--- src/rtl/stk_cmd_issuer_if.sv ---
// Shared stk packages and the issuer's handshake bundle.
// master drives requests/stk responses; slave is the issuer side.
package cfg_pkg;
    parameter int ENGS_N = 4;
endpackage

package stk_pkg;
    typedef enum logic [1:0] {
        OP_PUSH = 2'd0,
        OP_POP  = 2'd1,
        OP_PEEK = 2'd2,
        OP_CLR  = 2'd3
    } opcode_t;

    typedef enum logic [1:0] {
        ST_OK    = 2'd0,
        ST_EMPTY = 2'd1,
        ST_FULL  = 2'd2,
        ST_ERR   = 2'd3
    } status_t;
endpackage

interface stk_cmd_issuer_if;
    import stk_pkg::*;

    logic                      i_req_vld;
    opcode_t                   i_req_opcode;
    logic [127:0]              i_req_dat;
    logic                      o_req_rdy;
    logic                      o_cmd_vld;
    opcode_t                   o_cmd_opcode;
    logic [127:0]              o_cmd_dat;
    logic                      i_cmd_ack;
    logic [cfg_pkg::ENGS_N-1:0] i_rsp_vld;
    logic [127:0]              i_rsp_dat;
    status_t                   i_rsp_status;
    logic                      o_rsp_vld;
    logic [127:0]              o_rsp_dat;
    status_t                   o_rsp_status;
    logic                      i_rsp_rdy;

    modport slave (
        input  i_req_vld, i_req_opcode, i_req_dat,
        output o_req_rdy,
        output o_cmd_vld, o_cmd_opcode, o_cmd_dat,
        input  i_cmd_ack,
        input  i_rsp_vld, i_rsp_dat, i_rsp_status,
        output o_rsp_vld, o_rsp_dat, o_rsp_status,
        input  i_rsp_rdy
    );

    modport master (
        output i_req_vld, i_req_opcode, i_req_dat,
        input  o_req_rdy,
        input  o_cmd_vld, o_cmd_opcode, o_cmd_dat,
        output i_cmd_ack,
        output i_rsp_vld, i_rsp_dat, i_rsp_status,
        input  o_rsp_vld, o_rsp_dat, o_rsp_status,
        output i_rsp_rdy
    );
endinterface

--- src/rtl/stk_cmd_issuer.sv ---
// Per-engine stk command issuer: request FIFO, credit-gated issue, response FIFO.
// Define STK_CMD_ISSUER_TIMEOUT_EN to build the outstanding-response watchdog.
module stk_cmd_issuer
    import stk_pkg::*;
#(
    parameter int ENG_ID    = 0,
    parameter int CMDQ_N    = 4,
    parameter int OUTST_N   = 4,
    parameter int TIMEOUT_N = 1024
) (
    input  logic                         clk,
    input  logic                         rst,
    stk_cmd_issuer_if.slave              bus,
    output logic [$clog2(OUTST_N+1)-1:0] o_outst,
    output logic                         o_err_unexp_r,
    output logic                         o_timeout_r
);
    localparam int OW = $clog2(OUTST_N+1);
    localparam int CW = $clog2(CMDQ_N);
    localparam int RW = (OUTST_N > 1) ? $clog2(OUTST_N) : 1;

    typedef struct packed {
        opcode_t      op;
        logic [127:0] dat;
    } cmd_t;

    typedef struct packed {
        logic [127:0] dat;
        status_t      st;
    } rsp_t;

    typedef enum logic {IDLE, ISSUE} state_t;

    state_t state_q, state_d;

    cmd_t          cmd_mem [CMDQ_N];
    logic [CW:0]   cq_wr, cq_rd, cq_cnt, cq_cnt_nx;
    logic          rdy_q;
    cmd_t          cq_head;

    rsp_t          rq_mem [OUTST_N];
    logic [RW:0]   rq_wr, rq_rd;
    logic [OW-1:0] rq_cnt, rq_cnt_nx, outst_nx;
    logic [OW:0]   busy_nx;
    logic          rq_empty, rq_full;
    rsp_t          rq_head;

    logic acc, fire, own, push, pop, unexp, credit_ok;
    logic unused_rsp_vld;

    // Index wraps at OUTST_N; the top bit flips on wrap to tell full from empty.
    function automatic logic [RW:0] rinc(input logic [RW:0] p);
        if (p[RW-1:0] == RW'(OUTST_N-1)) rinc = {~p[RW], {RW{1'b0}}};
        else                             rinc = p + (RW+1)'(1);
    endfunction

    assign unused_rsp_vld = ^bus.i_rsp_vld;

    assign acc   = bus.i_req_vld & rdy_q;
    assign fire  = (state_q == ISSUE) & bus.i_cmd_ack;
    assign own   = bus.i_rsp_vld[ENG_ID];
    assign push  = own & (o_outst != '0);
    assign unexp = own & (o_outst == '0);
    assign pop   = ~rq_empty & bus.i_rsp_rdy;

    assign cq_cnt    = cq_wr - cq_rd;
    assign cq_cnt_nx = cq_cnt + (CW+1)'(acc) - (CW+1)'(fire);
    assign cq_head   = cmd_mem[cq_rd[CW-1:0]];

    assign rq_empty = (rq_wr == rq_rd);
    assign rq_full  = (rq_wr[RW-1:0] == rq_rd[RW-1:0]) & (rq_wr[RW] != rq_rd[RW]);
    assign rq_head  = rq_empty ? '0 : rq_mem[rq_rd[RW-1:0]];

    always_comb begin
        rq_cnt = '0;
        if (rq_wr[RW] == rq_rd[RW])
            rq_cnt = OW'(rq_wr[RW-1:0] - rq_rd[RW-1:0]);
        else
            rq_cnt = OW'(OUTST_N) - OW'(rq_rd[RW-1:0]) + OW'(rq_wr[RW-1:0]);
    end

    // Credit looks at next-cycle totals so an ack and a response can share a cycle.
    assign outst_nx  = o_outst + OW'(fire) - OW'(push);
    assign rq_cnt_nx = rq_cnt + OW'(push) - OW'(pop);
    assign busy_nx   = {1'b0, outst_nx} + {1'b0, rq_cnt_nx};
    assign credit_ok = busy_nx < (OW+1)'(OUTST_N);

    always_comb begin
        state_d = state_q;
        unique case (state_q)
            IDLE: begin
                if (cq_cnt_nx != '0 && credit_ok) state_d = ISSUE;
            end
            ISSUE: begin
                if (fire) state_d = (cq_cnt_nx != '0 && credit_ok) ? ISSUE : IDLE;
            end
            default: state_d = IDLE;
        endcase
    end

    always_ff @(posedge clk) begin
        if (rst) begin
            state_q       <= IDLE;
            cq_wr         <= '0;
            cq_rd         <= '0;
            rq_wr         <= '0;
            rq_rd         <= '0;
            o_outst       <= '0;
            rdy_q         <= 1'b0;
            o_err_unexp_r <= 1'b0;
        end else begin
            state_q <= state_d;
            if (acc)   cq_wr <= cq_wr + (CW+1)'(1);
            if (fire)  cq_rd <= cq_rd + (CW+1)'(1);
            if (push)  rq_wr <= rinc(rq_wr);
            if (pop)   rq_rd <= rinc(rq_rd);
            o_outst <= outst_nx;
            rdy_q   <= (cq_cnt_nx != (CW+1)'(CMDQ_N));
            if (unexp) o_err_unexp_r <= 1'b1;
        end
    end

    always_ff @(posedge clk) begin
        if (acc)  cmd_mem[cq_wr[CW-1:0]] <= '{op: bus.i_req_opcode, dat: bus.i_req_dat};
        if (push) rq_mem[rq_wr[RW-1:0]]  <= '{dat: bus.i_rsp_dat, st: bus.i_rsp_status};
    end

    assign bus.o_req_rdy    = rdy_q;
    assign bus.o_cmd_vld    = (state_q == ISSUE);
    assign bus.o_cmd_opcode = (state_q == ISSUE) ? cq_head.op : OP_PUSH;
    assign bus.o_cmd_dat    = (state_q == ISSUE) ? cq_head.dat : '0;
    assign bus.o_rsp_vld    = ~rq_empty;
    assign bus.o_rsp_dat    = rq_head.dat;
    assign bus.o_rsp_status = rq_head.st;

    rspq_no_overflow: assert property (@(posedge clk) disable iff (rst) !(push && rq_full));

`ifdef STK_CMD_ISSUER_TIMEOUT_EN
    localparam int TW = $clog2(TIMEOUT_N+1);
    logic [TW-1:0] tmo_cnt;

    always_ff @(posedge clk) begin
        if (rst) begin
            tmo_cnt     <= '0;
            o_timeout_r <= 1'b0;
        end else if (push || outst_nx == '0) begin
            tmo_cnt <= '0;
        end else begin
            if (tmo_cnt != TW'(TIMEOUT_N)) tmo_cnt <= tmo_cnt + TW'(1);
            if (tmo_cnt == TW'(TIMEOUT_N-1)) o_timeout_r <= 1'b1;
        end
    end
`else
    assign o_timeout_r = 1'b0;
`endif
endmodule
--- src/flat_wrapper.sv ---
// flat-port wrapper written by rule: the top's interface ports become plain ports
module stk_cmd_issuer_flat import stk_pkg::*;
#(
    parameter int ENG_ID    = 0,
    parameter int CMDQ_N    = 4,
    parameter int OUTST_N   = 4,
    parameter int TIMEOUT_N = 1024
)
  (clk, rst, o_outst, o_err_unexp_r, o_timeout_r, bus_i_req_vld, bus_i_req_opcode, bus_i_req_dat, bus_o_req_rdy, bus_o_cmd_vld, bus_o_cmd_opcode, bus_o_cmd_dat, bus_i_cmd_ack, bus_i_rsp_vld, bus_i_rsp_dat, bus_i_rsp_status, bus_o_rsp_vld, bus_o_rsp_dat, bus_o_rsp_status, bus_i_rsp_rdy);
  stk_cmd_issuer_if bus_i ();
  input  logic clk;
  input  logic rst;
  output logic [$clog2(OUTST_N+1)-1:0] o_outst;
  output logic o_err_unexp_r;
  output logic o_timeout_r;
  input wire logic [$bits(bus_i.i_req_vld)-1:0] bus_i_req_vld;
  input wire logic [$bits(bus_i.i_req_opcode)-1:0] bus_i_req_opcode;
  input wire logic [$bits(bus_i.i_req_dat)-1:0] bus_i_req_dat;
  output wire logic [$bits(bus_i.o_req_rdy)-1:0] bus_o_req_rdy;
  output wire logic [$bits(bus_i.o_cmd_vld)-1:0] bus_o_cmd_vld;
  output wire logic [$bits(bus_i.o_cmd_opcode)-1:0] bus_o_cmd_opcode;
  output wire logic [$bits(bus_i.o_cmd_dat)-1:0] bus_o_cmd_dat;
  input wire logic [$bits(bus_i.i_cmd_ack)-1:0] bus_i_cmd_ack;
  input wire logic [$bits(bus_i.i_rsp_vld)-1:0] bus_i_rsp_vld;
  input wire logic [$bits(bus_i.i_rsp_dat)-1:0] bus_i_rsp_dat;
  input wire logic [$bits(bus_i.i_rsp_status)-1:0] bus_i_rsp_status;
  output wire logic [$bits(bus_i.o_rsp_vld)-1:0] bus_o_rsp_vld;
  output wire logic [$bits(bus_i.o_rsp_dat)-1:0] bus_o_rsp_dat;
  output wire logic [$bits(bus_i.o_rsp_status)-1:0] bus_o_rsp_status;
  input wire logic [$bits(bus_i.i_rsp_rdy)-1:0] bus_i_rsp_rdy;
  assign bus_i.i_req_vld = bus_i_req_vld;
  assign bus_i.i_req_opcode = bus_i_req_opcode;
  assign bus_i.i_req_dat = bus_i_req_dat;
  assign bus_o_req_rdy = bus_i.o_req_rdy;
  assign bus_o_cmd_vld = bus_i.o_cmd_vld;
  assign bus_o_cmd_opcode = bus_i.o_cmd_opcode;
  assign bus_o_cmd_dat = bus_i.o_cmd_dat;
  assign bus_i.i_cmd_ack = bus_i_cmd_ack;
  assign bus_i.i_rsp_vld = bus_i_rsp_vld;
  assign bus_i.i_rsp_dat = bus_i_rsp_dat;
  assign bus_i.i_rsp_status = bus_i_rsp_status;
  assign bus_o_rsp_vld = bus_i.o_rsp_vld;
  assign bus_o_rsp_dat = bus_i.o_rsp_dat;
  assign bus_o_rsp_status = bus_i.o_rsp_status;
  assign bus_i.i_rsp_rdy = bus_i_rsp_rdy;
  stk_cmd_issuer #(.ENG_ID(ENG_ID), .CMDQ_N(CMDQ_N), .OUTST_N(OUTST_N), .TIMEOUT_N(TIMEOUT_N)) u_core (.clk(clk), .rst(rst), .bus(bus_i), .o_outst(o_outst), .o_err_unexp_r(o_err_unexp_r), .o_timeout_r(o_timeout_r));
endmodule
--- config.mk ---
export PLATFORM = sky130hd
export DESIGN_NAME = stk_cmd_issuer_flat
export DESIGN_NICKNAME = d
export VERILOG_FILES = /design/src/rtl/stk_cmd_issuer_if.sv /design/src/rtl/stk_cmd_issuer.sv /design/src/flat_wrapper.sv
export SDC_FILE = /design/constraint.sdc
export NUM_CORES = 1
export LEC_CHECK = 0
export CORE_ASPECT_RATIO = 1.4
export CORE_UTILIZATION = 50
export DETAILED_ROUTE_END_ITERATION = 12
export PLACE_DENSITY = 0.73
export SETUP_SLACK_MARGIN = 0.4
export SLEW_MARGIN = 0
export SYNTH_ARGS = -nofsm -noshare
export SYNTH_HDL_FRONTEND = slang
export SYNTH_SLANG_ARGS = --single-unit
--- constraint.sdc ---
create_clock -name clk -period 7.2 [get_ports clk]
set_input_delay 1.08 -clock clk [delete_from_list [all_inputs] [get_ports clk]]
set_output_delay 1.08 -clock clk [all_outputs]
set_load 0.03 [all_outputs]
==> impl_metrics.env <==
# physical design summary
export IMPL_overflow=0
export IMPL_mux_area_share_pct=14.5
export IMPL_n_tap_cell=1062
export IMPL_adder_share_pct=0.894
export IMPL_hold_depth=2
export IMPL_num_io_pins=537
export IMPL_crit_reg2reg_launch="u_core.rq_wr[0]"
export IMPL_worstMarginPinSlew_ns=0.958
export IMPL_critPathBufInv=3
export IMPL_cts_num_sinks=1062
export IMPL_status="finished, final reports clean"
export IMPL_fin_crit_ns=4.92
export IMPL_hold_viol=0
export IMPL_grt_pass1_wl_um=129000
export IMPL_clkbuf_count=126
export IMPL_min_to="u_core.o_err_unexp_r"
export IMPL_gp_congestion=0.779
export IMPL_worstHoldStart="u_core.o_err_unexp_r"
export IMPL_portBuffers=532
export IMPL_clk_latency_ns=0.66
export IMPL_flop_area_um2=31700
export IMPL_crit_chain="inv_1 > ha_1 > and2_1 > nand2_4 > buf_4 > and2_1 > clkdlybuf4s50_1"
export IMPL_fin_nets=2649
export IMPL_path_clk_slew_ns=0.06
export IMPL_ys_flops=1062
export IMPL_cp_max_fo=85
export IMPL_largest_cell_class="registers"
export IMPL_clock_skew_ns=0.0275
export IMPL_antennaDiodeCount=11
export IMPL_irDropWorstVdd_mv=0.252
export IMPL_met3RoutedLength_um=9260
export IMPL_leakagePower_nw=15.9
export IMPL_logic_gates=618
export IMPL_edf_count=1040
export IMPL_hp_class="reg -> reg"
export IMPL_max_stage_delay_ns=0.75
export IMPL_yosysMostFrequentCell="edfxtp_1"
export IMPL_top_area_cell="edfxtp_1"
export IMPL_via_per_inst=5.52
export IMPL_highest_layer="met5"
export IMPL_clk_share_pct=6.47
export IMPL_critical_path_arrival_ns=3.84
export IMPL_critical_path_depth=7
export IMPL_buffer_area_share_pct=11.1
export IMPL_dr_pass1_iters=5
export IMPL_crit_path_end="bus_o_rsp_dat[120]"
export IMPL_chip_area_um2=82300
export IMPL_hold_buffers=0
export IMPL_synth_area_um2=40600
export IMPL_combGateArea_um2=8340
export IMPL_max_freq_mhz=203
export IMPL_cp_top_family="buffers and inverters"
export IMPL_synth_distinct_cells=34
export IMPL_ys_sh_xor_pct=0.281
export IMPL_track_usage_pct=20.9
export IMPL_drc=0
export IMPL_routed_via_count=19384
export IMPL_critical_path_class="reg -> out"
export IMPL_yosys_warnings=0
export IMPL_n_all_buffers=554
export IMPL_die_width_um=243
export IMPL_power_density_nw_per_um2=352
export IMPL_ant_nets=0
export IMPL_slew_violations=0
export IMPL_grt_pass1_vias=20557
export IMPL_syn_to_final_growth_pct=23.9
export IMPL_die_y_um=339
export IMPL_finalClockPeriodUsage_pct=68.3
export IMPL_rows=123
export IMPL_netlist_top_cells_count="1,040 x edfxtp_1, 266 x and2_1, 260 x mux4_2"
export IMPL_synth_nets=2085
export IMPL_core_area_um2=80300
export IMPL_ys_cells=1790
export IMPL_synth_simple_area_share_pct=4.55
export IMPL_grt_setup_unrepaired="no"
export IMPL_sh_comb_area_pct=16.6
export IMPL_wl_met1_um=32500
export IMPL_startpoint="u_core.rq_wr[0]"
export IMPL_slew_headroom_pct=36.1
export IMPL_warning_count=44
export IMPL_inv_count=19
export IMPL_dp_worst_setup_slack_ns=2.75
export IMPL_antenna_found_initial=28
export IMPL_cp_end_kind="output port"
export IMPL_fin_ws_ns=2.28
export IMPL_cp_common_cell="and2_1"
export IMPL_drive_above_1_share_pct=18.1
## layer usage
layer	vias to the layer above	global-route usage (%)
li1	8432	-
met1	10050	26.3
met2	734	33.1
met3	134	8.70
met4	34	6.54
met5	-	0
## power breakdown
part           internal [mW]  switching [mW]  total [mW]
Clock                   3.02            2.20        5.22
Sequential              7.25           0.220        7.47
Combinational           2.23            2.76        4.99
## through the flow
stage	hold slack [ns]	utilization (%)	instances	area [µm²]
floorplan	0.469	-	1790	40600
global route	0.510	62.6	3507	50300
finish	0.494	62.6	3510	50300
CTS	0.492	62.6	3499	50300
global placement	0.465	58.5	3315	47000
detailed placement	0.477	58.5	3315	47000
## kinds of logic after synthesis
group           count (synthesis)
compound gates                 11
xor+xnor                       13
fa+ha+maj                      26
buf+inv                       110
flops                        1062
mux                           264
other cells                     1
simple gates                  303
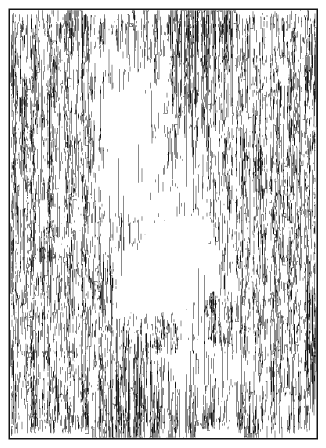
layer_met2.png
wire length on this layer = 41.6 mm
share of all routed wire = 49%

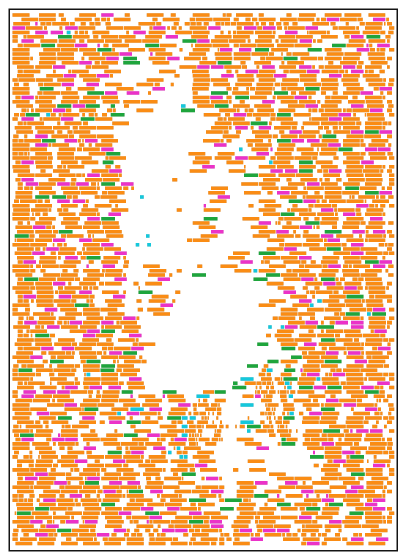
sizes.png
_2 cells -> magenta  # cells 278, most used mux4_2
_0 and _1 cells -> orange  # cells 1,997, most used edfxtp_1
_3 and _4 cells -> cyan  # cells 37, most used buf_4
_6 and larger -> green  # cells 125, most used clkbuf_16

Power figures rest on the tool's default switching activity, not on a simulated workload.
